<file path="src/rtl/fir_round_decimate.sv">
// FIR post-processing: decimation with frame-aligned phase select, convergent rounding,
// saturation, and a small output FIFO with valid/ready toward the consumer.
module fir_round_decimate #(
  parameter int IN_WIDTH   = 26,
  parameter int OUT_WIDTH  = 16,
  parameter int DROP_LSB   = 10,
  parameter int DECIM      = 4,
  parameter int FIFO_DEPTH = 8
) (
  input  logic                                           clk,
  input  logic                                           rst,
  input  logic                                           valid_in,
  input  logic signed [IN_WIDTH-1:0]                     din,
  input  logic [((DECIM > 1) ? $clog2(DECIM) : 1)-1:0]   phase_sel,
  output logic                                           out_valid,
  input  logic                                           out_ready,
  output logic signed [OUT_WIDTH-1:0]                    dout,
  output logic [$clog2(FIFO_DEPTH):0]                    fifo_level,
  output logic                                           sat_flag,
  output logic                                           overflow,
  input  logic                                           flags_clr
);

  localparam int PW = (DECIM > 1) ? $clog2(DECIM) : 1;
  localparam int AW = $clog2(FIFO_DEPTH);
  localparam int LW = AW + 1;
  localparam int RW = IN_WIDTH - DROP_LSB + 1;

  // ---------------- decimation ----------------
  logic [PW-1:0] cnt, phase_ph;
  logic          wrap, keep;

  assign wrap = valid_in && (cnt == PW'(DECIM - 1));
  assign keep = valid_in && ((DECIM == 1) || (cnt == phase_ph));

  // phase_ph only reloads on a frame boundary so a frame keeps exactly one sample
  always_ff @(posedge clk) begin
    if (rst) begin
      cnt      <= '0;
      phase_ph <= phase_sel;
    end else if (valid_in) begin
      if (wrap) begin
        cnt      <= '0;
        phase_ph <= phase_sel;
      end else begin
        cnt <= cnt + 1'b1;
      end
    end
  end

  // ---------------- input capture ----------------
  logic                s0_valid;
  logic [IN_WIDTH-1:0] s0_din;

  always_ff @(posedge clk) begin
    if (rst) s0_valid <= 1'b0;
    else     s0_valid <= keep;
    s0_din <= din;
  end

  // ---------------- stage 1: round half to even ----------------
  logic [RW-1:0] rnd;

  if (DROP_LSB == 0) begin : g_noround
    assign rnd = {s0_din[IN_WIDTH-1], s0_din};
  end else begin : g_round
    localparam logic [DROP_LSB-1:0] HALF = DROP_LSB'(1) << (DROP_LSB - 1);
    logic [DROP_LSB-1:0] frac;
    logic                up;
    assign frac = s0_din[DROP_LSB-1:0];
    assign up   = (frac > HALF) || ((frac == HALF) && s0_din[DROP_LSB]);
    // floor via arithmetic truncation, then one extra sign bit so +1 cannot wrap
    assign rnd  = {s0_din[IN_WIDTH-1], s0_din[IN_WIDTH-1:DROP_LSB]} + RW'(up);
  end

  logic          s1_valid;
  logic [RW-1:0] s1_r;

  always_ff @(posedge clk) begin
    if (rst) s1_valid <= 1'b0;
    else     s1_valid <= s0_valid;
    s1_r <= rnd;
  end

  // ---------------- stage 2: saturation ----------------
  logic [RW-OUT_WIDTH:0] hi;
  logic                  clamp;
  logic [OUT_WIDTH-1:0]  sat_val;

  assign hi      = s1_r[RW-1:OUT_WIDTH-1];
  assign clamp   = !((&hi) || !(|hi));
  assign sat_val = {s1_r[RW-1], {(OUT_WIDTH-1){~s1_r[RW-1]}}};

  logic                 s2_valid, s2_sat;
  logic [OUT_WIDTH-1:0] s2_d;

  always_ff @(posedge clk) begin
    if (rst) s2_valid <= 1'b0;
    else     s2_valid <= s1_valid;
    s2_d   <= clamp ? sat_val : s1_r[OUT_WIDTH-1:0];
    s2_sat <= clamp;
  end

  // ---------------- output FIFO ----------------
  logic [OUT_WIDTH-1:0] mem [FIFO_DEPTH];
  logic [AW-1:0]        wr_ptr, rd_ptr;
  logic [LW-1:0]        level;
  logic                 empty, full, pop, push, drop;

  assign empty = (level == '0);
  assign full  = (level == LW'(FIFO_DEPTH));
  assign pop   = !empty && out_ready;
  assign push  = s2_valid && (!full || pop);
  assign drop  = s2_valid && full && !pop;

  always_ff @(posedge clk) begin
    if (push) mem[wr_ptr] <= s2_d;
  end

  always_ff @(posedge clk) begin
    if (rst) begin
      wr_ptr <= '0;
      rd_ptr <= '0;
      level  <= '0;
    end else begin
      if (push) wr_ptr <= wr_ptr + 1'b1;
      if (pop)  rd_ptr <= rd_ptr + 1'b1;
      if (push && !pop)      level <= level + 1'b1;
      else if (pop && !push) level <= level - 1'b1;
    end
  end

  // set events outrank a simultaneous clear
  always_ff @(posedge clk) begin
    if (rst) begin
      sat_flag <= 1'b0;
      overflow <= 1'b0;
    end else begin
      sat_flag <= (s2_valid && s2_sat) || (sat_flag && !flags_clr);
      overflow <= drop || (overflow && !flags_clr);
    end
  end

  assign out_valid  = !empty;
  assign dout       = empty ? '0 : mem[rd_ptr];
  assign fifo_level = level;

endmodule

</file>
<file path="config.mk">
export PLATFORM = sky130hd
export DESIGN_NAME = fir_round_decimate
export DESIGN_NICKNAME = d
export VERILOG_FILES = /design/src/rtl/fir_round_decimate.sv
export SDC_FILE = /design/constraint.sdc
export NUM_CORES = 1
export LEC_CHECK = 0
export CORE_MARGIN = 2
export CORE_UTILIZATION = 50
export CTS_BUF_LIST = sky130_fd_sc_hd__clkbuf_4
export DETAILED_ROUTE_END_ITERATION = 8
export GPL_TIMING_DRIVEN = 0
export PLACE_DENSITY_LB_ADDON = 0.2
export SLEW_MARGIN = 5
export SYNTH_ARGS = -nofsm -noshare
export SYNTH_HDL_FRONTEND = slang
export SYNTH_SLANG_ARGS = --single-unit
</file>
<file path="constraint.sdc">
create_clock -name clk -period 3.2 [get_ports clk]
set_input_delay 0.64 -clock clk [delete_from_list [all_inputs] [get_ports clk]]
set_output_delay 0.64 -clock clk [all_outputs]
set_load 0.05 [all_outputs]
</file>
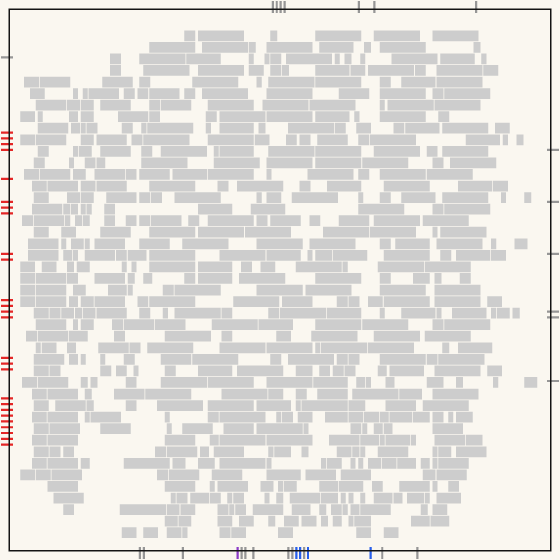
(ports around the boundary)
Pins as bars across the die edge, other pins in grey.
fifo_level: drawn in blue, pins 4, direction output, edge bottom. din: drawn in red, pins 26, direction input, edge left. rst: drawn in purple, pins 1, direction input, edge bottom.
Die Wd: 127 µm
DIE HEIGHT: 127 µm
Port Buffers: 54

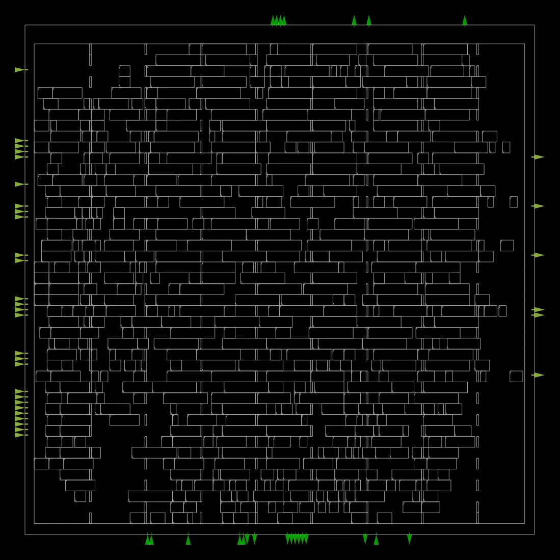
(placed standard cells)
Final Non-Filler Cells: 779
sequential cell area share: 60.7%
num rows: 44
n_taps: 184

==> impl_metrics.env <==
# yosys + openroad results
export IMPL_place_inst=686
export IMPL_path_clk_slew_ns=0.06
export IMPL_antenna_found_initial=0
export IMPL_setup_violations=0
export IMPL_design_area_mm2=0.00907
export IMPL_worst_slew_pin_slew_ns=0.777
export IMPL_mostFrequentLayoutCells="edfxtp_1, dfxtp_1, clkbuf_4"
export IMPL_slowest_stage="mux4_2"
export IMPL_p_switching_w=0.00236
export IMPL_cts_buffers=50
export IMPL_total_power_w=0.00713
export IMPL_core_area_mm2=0.0146
export IMPL_synth_logic_top_family="multiplexers"
export IMPL_tool_warnings=28
export IMPL_met2_length_mm=7.03
export IMPL_yosys_cells=437
export IMPL_largest_cell_class="registers"
export IMPL_whs_path_depth=2
export IMPL_outcome="finished clean"
export IMPL_top_layer="met4"
export IMPL_grt_ovfl_total=0
export IMPL_synth_cell_area_mm2=0.00758
export IMPL_cp_num_buf_inv=3
export IMPL_busiest_layer="met2"
export IMPL_syn_nets=480
export IMPL_crit_end="dout[4]"
export IMPL_p_comb_w=0.00197
export IMPL_drive_gt1_share_pct=27.7
export IMPL_pre_cts_slack_ns=-0.155
export IMPL_power_internal_w=0.00477
export IMPL_min_period_ns=3.05
export IMPL_chip_area_mm2=0.0162
export IMPL_ys_seq_share_pct=72.6
export IMPL_leakagePower_nw=3.29
export IMPL_cp_max_fo=10
export IMPL_dpl_hpwl_mm=8.82
export IMPL_met1_usage_pct=19.9
export IMPL_grt_use_total_pct=17.6
export IMPL_vias=3981
export IMPL_drt_initial_drc_count=284
export IMPL_clkPwrFrac_pct=28.5
export IMPL_lay_top_count="edfxtp_1"
export IMPL_final_nets=596
export IMPL_wl_met1_mm=5.29
export IMPL_max_slew_margin_pct=47.9
export IMPL_place_area_mm2=0.00850
export IMPL_drc=0
export IMPL_start_kind="flop"
export IMPL_fin_ws_ns=0.153
export IMPL_clock_sinks=210
export IMPL_max_stage_delay_ns=0.54
export IMPL_comb_share_pct=21.6
export IMPL_cts_hold_buf=0
export IMPL_via_per_inst=5.11
export IMPL_powerSeq_w=0.00313
export IMPL_drv_slew=0
export IMPL_arrival_ns=2.41
export IMPL_pwr_share_seq_pct=43.9
export IMPL_fill_cells=1113
export IMPL_swShare_pct=33.1
export IMPL_clock_skew_ns=0.0270
export IMPL_cts_setup_buffers=0
export IMPL_min_delay_start="rst"
export IMPL_cts_repair_resized=19
export IMPL_grt_pass1_wl_mm=21.3
export IMPL_irDropWorstVdd_uv=391
export IMPL_drt_first_pass_iters=4
export IMPL_power_density_mw_per_mm2=786
export IMPL_tritoncts="yes"
export IMPL_yosys_top_cells_area="edfxtp_1, dfxtp_1, mux4_2"
export IMPL_synth_cell_types=48
export IMPL_gp_congestion=0.748
export IMPL_clk_share_pct=6.95
export IMPL_critPathKind="flop to primary output"
export IMPL_clockBufferCount=73
export IMPL_ff_count=210
export IMPL_wl_per_cell_um=17.1
export IMPL_insertion_delay_ns=0.63
export IMPL_num_antenna_cells=0
export IMPL_hold_end="s2_valid"
export IMPL_gr_usage_met3_pct=3.94
export IMPL_area_growth_pct=19.7
export IMPL_critPathCaptureType="primary output"
export IMPL_syn_inst=437
export IMPL_crit_top_cell="buf_6"
export IMPL_rr_worst_depth=10
export IMPL_inverters=10
export IMPL_synth_adder_area_share_pct=1.75
export IMPL_hold_viol_final=0
export IMPL_htree_levels=2
export IMPL_synth_area_yosys_mm2=0.00758
export IMPL_synth_flops=210
export IMPL_clockBufferDepth=3
export IMPL_fp_util_pct=51.8
export IMPL_grt_max_degree=14
export IMPL_io_pins=56
export IMPL_critical_path_cell_count=6
## sequential cells by signal, summed over array words and instances, names as in the netlist, 3 cells and up, named ones only
name / flops
s0_din: 26
rd_ptr: 3
fifo_level: 4
wr_ptr: 3
s2_d: 16
s1_r: 17
mem: 128
## synth_stat cells, drive strengths merged
cell,instances
nand2b,3
o21ai,2
a22oi,2
clkbuf,4
dfxtp,80
ha,9
a31oi,1
a21oi,4
nor4b,1
and4,1
xor2,10
xnor2,13
inv,9
or2,2
nor2b,3
o211ai,1
mux2,1
nor4,2
nand4,3
or3,1
clkinv,1
buf,12
nor3,9
nand3,9
a21o,16
edfxtp,130
a211oi,1
and2,1
mux4,32
nand2,11
and3,2
fa,1
nor2,42
mux2i,18
